`src/rtl/seq_sa_mult.sv`:
```
// Sequential shift-and-add multiplier: one multiplier bit per clock, valid/ready on both sides.
// Define SEQ_SA_MULT_SIGNED_EN for two's complement operands and product (default: unsigned).
module seq_sa_mult #(
  parameter int WIDTH = 8
) (
  input  logic                 clk,
  input  logic                 rst_n,
  input  logic                 in_valid,
  output logic                 in_ready,
  input  logic [WIDTH-1:0]     a,
  input  logic [WIDTH-1:0]     b,
  output logic                 out_valid,
  input  logic                 out_ready,
  output logic [2*WIDTH-1:0]   p
);

  localparam int CW = $clog2(WIDTH + 1);
  localparam logic [CW-1:0] LAST = CW'(WIDTH - 1);

  typedef enum logic [1:0] {IDLE, RUN, DONE} state_t;

  state_t               state_reg, state_next;
  logic [2*WIDTH-1:0]   acc_reg;
  logic [2*WIDTH-1:0]   mcand_reg;
  logic [WIDTH-1:0]     mplier_reg;
  logic [CW-1:0]        count_reg;
  logic [2*WIDTH-1:0]   acc_sum;
  logic [2*WIDTH-1:0]   result;
  logic [WIDTH-1:0]     a_mag;
  logic [WIDTH-1:0]     b_mag;

  assign acc_sum = mplier_reg[0] ? (acc_reg + mcand_reg) : acc_reg;

`ifdef SEQ_SA_MULT_SIGNED_EN
  logic neg_reg;

  // The most-negative value negates to itself, which is its correct unsigned magnitude.
  assign a_mag  = a[WIDTH-1] ? ({WIDTH{1'b0}} - a) : a;
  assign b_mag  = b[WIDTH-1] ? ({WIDTH{1'b0}} - b) : b;
  assign result = neg_reg ? ({(2*WIDTH){1'b0}} - acc_sum) : acc_sum;

  always_ff @(posedge clk or negedge rst_n) begin
    if (!rst_n) begin
      neg_reg <= 1'b0;
    end else if (state_reg == IDLE && in_valid) begin
      neg_reg <= a[WIDTH-1] ^ b[WIDTH-1];
    end
  end
`else
  assign a_mag  = a;
  assign b_mag  = b;
  assign result = acc_sum;
`endif

  always_comb begin
    state_next = state_reg;
    in_ready   = 1'b0;
    out_valid  = 1'b0;
    case (state_reg)
      IDLE: begin
        in_ready = 1'b1;
        if (in_valid) state_next = RUN;
      end
      RUN: begin
        if (count_reg == LAST) state_next = DONE;
      end
      DONE: begin
        out_valid = 1'b1;
        if (out_ready) state_next = IDLE;
      end
      default: state_next = IDLE;
    endcase
  end

  always_ff @(posedge clk or negedge rst_n) begin
    if (!rst_n) begin
      state_reg  <= IDLE;
      acc_reg    <= '0;
      mcand_reg  <= '0;
      mplier_reg <= '0;
      count_reg  <= '0;
      p          <= '0;
    end else begin
      state_reg <= state_next;
      case (state_reg)
        IDLE: begin
          if (in_valid) begin
            acc_reg    <= '0;
            mcand_reg  <= {{WIDTH{1'b0}}, a_mag};
            mplier_reg <= b_mag;
            count_reg  <= '0;
          end
        end
        RUN: begin
          acc_reg    <= acc_sum;
          mcand_reg  <= mcand_reg << 1;
          mplier_reg <= mplier_reg >> 1;
          count_reg  <= count_reg + 1'b1;
          // p only changes here, so it holds the previous result until the next job lands.
          if (count_reg == LAST) p <= result;
        end
        default: ;
      endcase
    end
  end

endmodule

```
`config.mk`:
```
export PLATFORM = sky130hd
export DESIGN_NAME = seq_sa_mult
export DESIGN_NICKNAME = d
export VERILOG_FILES = /design/src/rtl/seq_sa_mult.sv
export SDC_FILE = /design/constraint.sdc
export NUM_CORES = 1
export LEC_CHECK = 0
export ABC_CLOCK_PERIOD_IN_PS = 3700
export CAP_MARGIN = 5
export CORE_UTILIZATION = 50
export CTS_BUF_LIST = sky130_fd_sc_hd__clkbuf_8
export DETAILED_ROUTE_END_ITERATION = 16
export PLACE_DENSITY = 0.74
export RECOVER_POWER = 50
export SLEW_MARGIN = 40
export SYNTH_ARGS = -nofsm -noshare
export SYNTH_HDL_FRONTEND = slang
export SYNTH_SLANG_ARGS = --single-unit
```
`constraint.sdc`:
```
create_clock -name clk -period 3.7 [get_ports clk]
set_input_delay 1.11 -clock clk [delete_from_list [all_inputs] [get_ports clk]]
set_output_delay 1.11 -clock clk [all_outputs]
set_load 0.02 [all_outputs]
```
**Run 1: M2 wires**

Cells faint in the background.
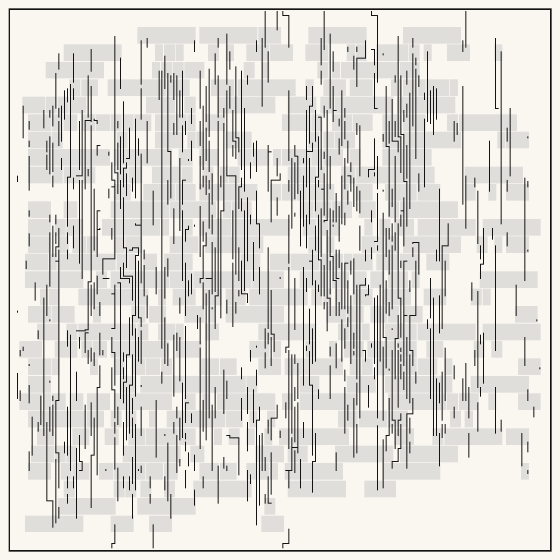
wire length on this layer: 3430 um
main direction: vertical
longest straight run: 43.2 um
total number of vias: 2786
met2 GRT Util: 35.5%
Total Wirelength: 7430 um

**Run 1: the metal 3 layer**

The bar under the picture is 20 um long.
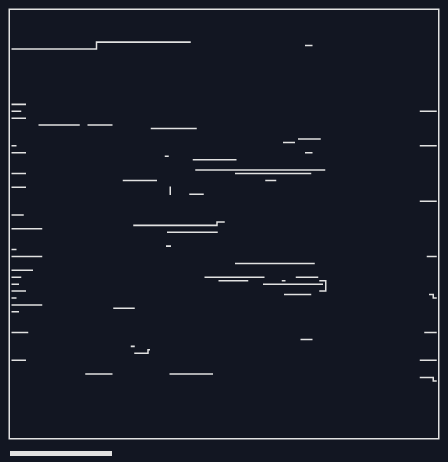
wire length on this layer: 309 um
share of all routed wire: 4.2%
longest straight run: 25.3 um
main direction: horizontal
M3 GR Usage: 3.83%

==> summary.txt, run 1 <==
Latest figures from synthesis and place and route.

The multiplexer share of the synthesized area is 3.26%. The total number of clock tree sinks is 62. The layout clock buffer count is 9.

According to the hold report, the worst path is of the register to register type. The termination of the worst setup path is out_valid. The total overflow reported by the global router is 0. The post-synth area from yosys stat is 3380 um^2. The biggest combinational cell group after synthesis is AND-OR/OR-AND gates. The script reports the combined buffer and inverter count of the critical path as 1. The number of buffers added by the clock tree synthesis step is 9.

The die width is 84.2 um. The finished cells cover 3960 um^2. The number of max-cap violations is 1. Looking at the reg2reg group, the worst path starts from acc_reg[0]$_DFFE_PN0P_. Excluding fillers, the count of instances in the completed layout stands at about 470. The post-route DRC violation count is 4. The layout has 571 filler cells. Across all checked pins, the minimum headroom to the slew limit is -27.4%. Per report_power, the combinational group accounts for ~48% of the total. After floorplanning, the core was sized to cover between 6000 and 7000 um^2. For reference, the post-synthesis area per instance comes to 9.65 um^2.

The longest incremental delay of any stage on the critical path is reported as 0.63 ns. Measured in cells, the most critical reg-to-reg path has a length of 9. The cell taking the most area after synthesis is dfrtp_1. The setup slack on the worst flop-to-flop path is 1.10 ns. The checks that failed: DRC, capacitance limit, slew limit. The data arrival time of the worst path is ~1.9 ns. The final-report max-slew violation count is 37. The logic share of the area is 43.5%.

The area share of the largest cell type after synthesis is a little under half. Per the OpenROAD floorplan log, the height of the die is 84.2 um. The run finished, with violations left. From the final report, the count of setup violators was given as 0. The highest-power group is combinational logic. The number of distinct library cells after synthesis is 37. The final weighted congestion recorded by global placement is 0.867.
**Run 1: port wiring**

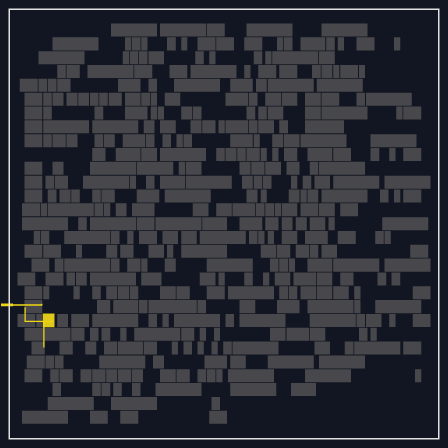
| port | color | bits | direction | edge | end cells | wire |
|---|---|---|---|---|---|---|
| out_valid | yellow | 1 | output | west | 1 | 19.3 um |
I/O pin cnt: 38
IO Port Bufs: 37

==> run 1: per-layer routing <==
layer | part of all wire (%) | routed length, um | track usage (%)
met4 | 2.2 | 165 | 11.0
met5 | 0 | 0 | 0
met2 | 46 | 3430 | 35.5
met1 | 47 | 3530 | 31.0
met3 | 4.2 | 309 | 3.83
==> run 1: through the flow <==
step	power [W]	util [%]	hold WS [ns]
floorplan	0.00230	-	0.468
global placement	0.00276	59.5	0.460
detailed placement	0.00281	59.6	0.469
CTS	0.00329	61.9	0.483
global route	0.00350	61.7	0.499
finish	0.00326	61.7	0.475
==> run 2, diff against run 1 <==
ABC_CLOCK_PERIOD_IN_PS = 2850   (was 3700)
clock period = 2.85 ns   (was 3.7 ns; I/O delays follow)
==> run 2 against run 1 <==
Net effect: the flow still finishes with violations (DRC, capacitance limit, slew limit); register-to-register slack got worse by 0.90 ns; global-route usage increased by 1.5 points; clock skew decreased by 0.0050 ns; sequential share of layout area decreased by 0.54 points; final cell count increased by 0.43%; die area unchanged; non-clock buffer count increased by 2; sequential cell count unchanged; area after synthesis unchanged; worst hold slack improved by 0.0045 ns; clock power increased by 43%.
==> summary.txt, run 2 <==
Latest figures from synthesis and place and route.

The flow ran to the end, but the final reports show violations. The checks that failed: DRC, capacitance limit, slew limit. The chip area line in the Yosys stat output reads 3380 um^2. Fill cells in the final layout number 542. The biggest combinational cell group after synthesis is AND-OR/OR-AND gates. Per the post-run analysis, buffers plus inverters along the critical path come to 0. In the global route stage, met2 resource usage came out at 39.3%. The combinational cell fraction of total power is 49.0%.

STA puts the critical path data arrival time at 2.91 ns. The max-slew headroom at the worst pin is -2.39%. The count of cells in the finished layout, fillers not included, comes to between 400 and 500. The termination of the worst setup path is p[12]$_DFFE_PN0P_. The post-route total power is approximately 0.0044 W. During I/O placement, the number of pins put on the boundary was 38. Recorded from the global router log, the overflow total was 0. The summed area of non-filler cells in the final layout is 4010 um^2. The number of buffers added by the clock tree synthesis step is 9. The largest total area in the synthesized netlist belongs to dfrtp_1. Looking at the reg2reg group, the worst path starts from mcand_reg[0]$_DFFE_PN0P_.

The area share of the largest cell type after synthesis is roughly 46%. The number of max-cap violations is 1. The overall die height is 84.2 um.

The final RePlAce weighted congestion is between 0.8 and 0.9. The routed layout reports a DRC error count of 4. A synthesized cell averages 9.65 um^2.

In this run, distinct cell masters in the synthesized netlist total 37. The final wirelength is 7810 um. In the final report, the number of pins over their slew limit comes to 28. In this run the most used layer during global routing was met2. Looking at the group totals, the largest power group turns out to be combinational logic.
-- run 2: cell counts after synthesis --
Identical to the previous run, type by type.
-- run 2: kinds of logic after synthesis --
kind of cell    count (synthesis)
compound gates                133
xor+xnor                       14
mux                            11
simple gates                   84
buf+inv                        29
fa+ha+maj                      17
flops                          62
-- run 2: area by class of cell --
| class | count | area share, % |
|---|---|---|
| multi-input combinational | 259 | 42.9 |
| timing repair buffer | 47 | 11.1 |
| inverter | 8 | 0.748 |
| tap | 77 | 2.40 |
| sequential | 62 | 38.7 |
| clock inverter | 4 | 0.405 |
| clock buffer | 11 | 3.77 |
-- run 2: metal layers --
layer	part of all wire (%)	wire length, um	vias to the layer above
met5	0	0	-
met4	1.5	117	0
met3	4.2	326	14
met2	47	3650	69
met1	48	3720	1382
li1	-	-	1352
**Run 2: M2 wires**

Cells faint in the background.
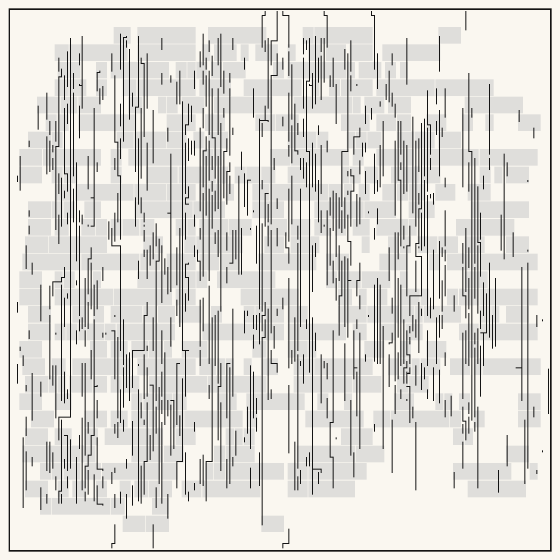
longest straight run: 59.0 um
wire length on this layer: 3650 um

**Run 2: port wiring**

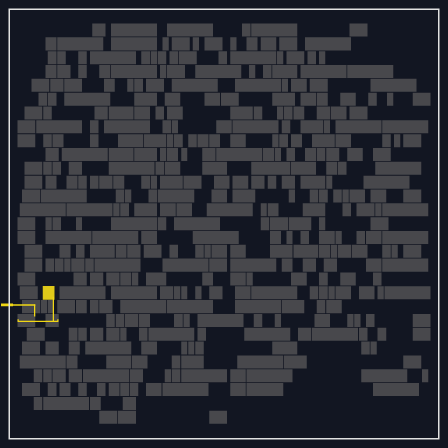
| port | color | bits | direction | edge | end cells | wire |
|---|---|---|---|---|---|---|
| out_valid | yellow | 1 | output | west | 1 | 19.8 um |

Power and IR drop assume default switching activity.
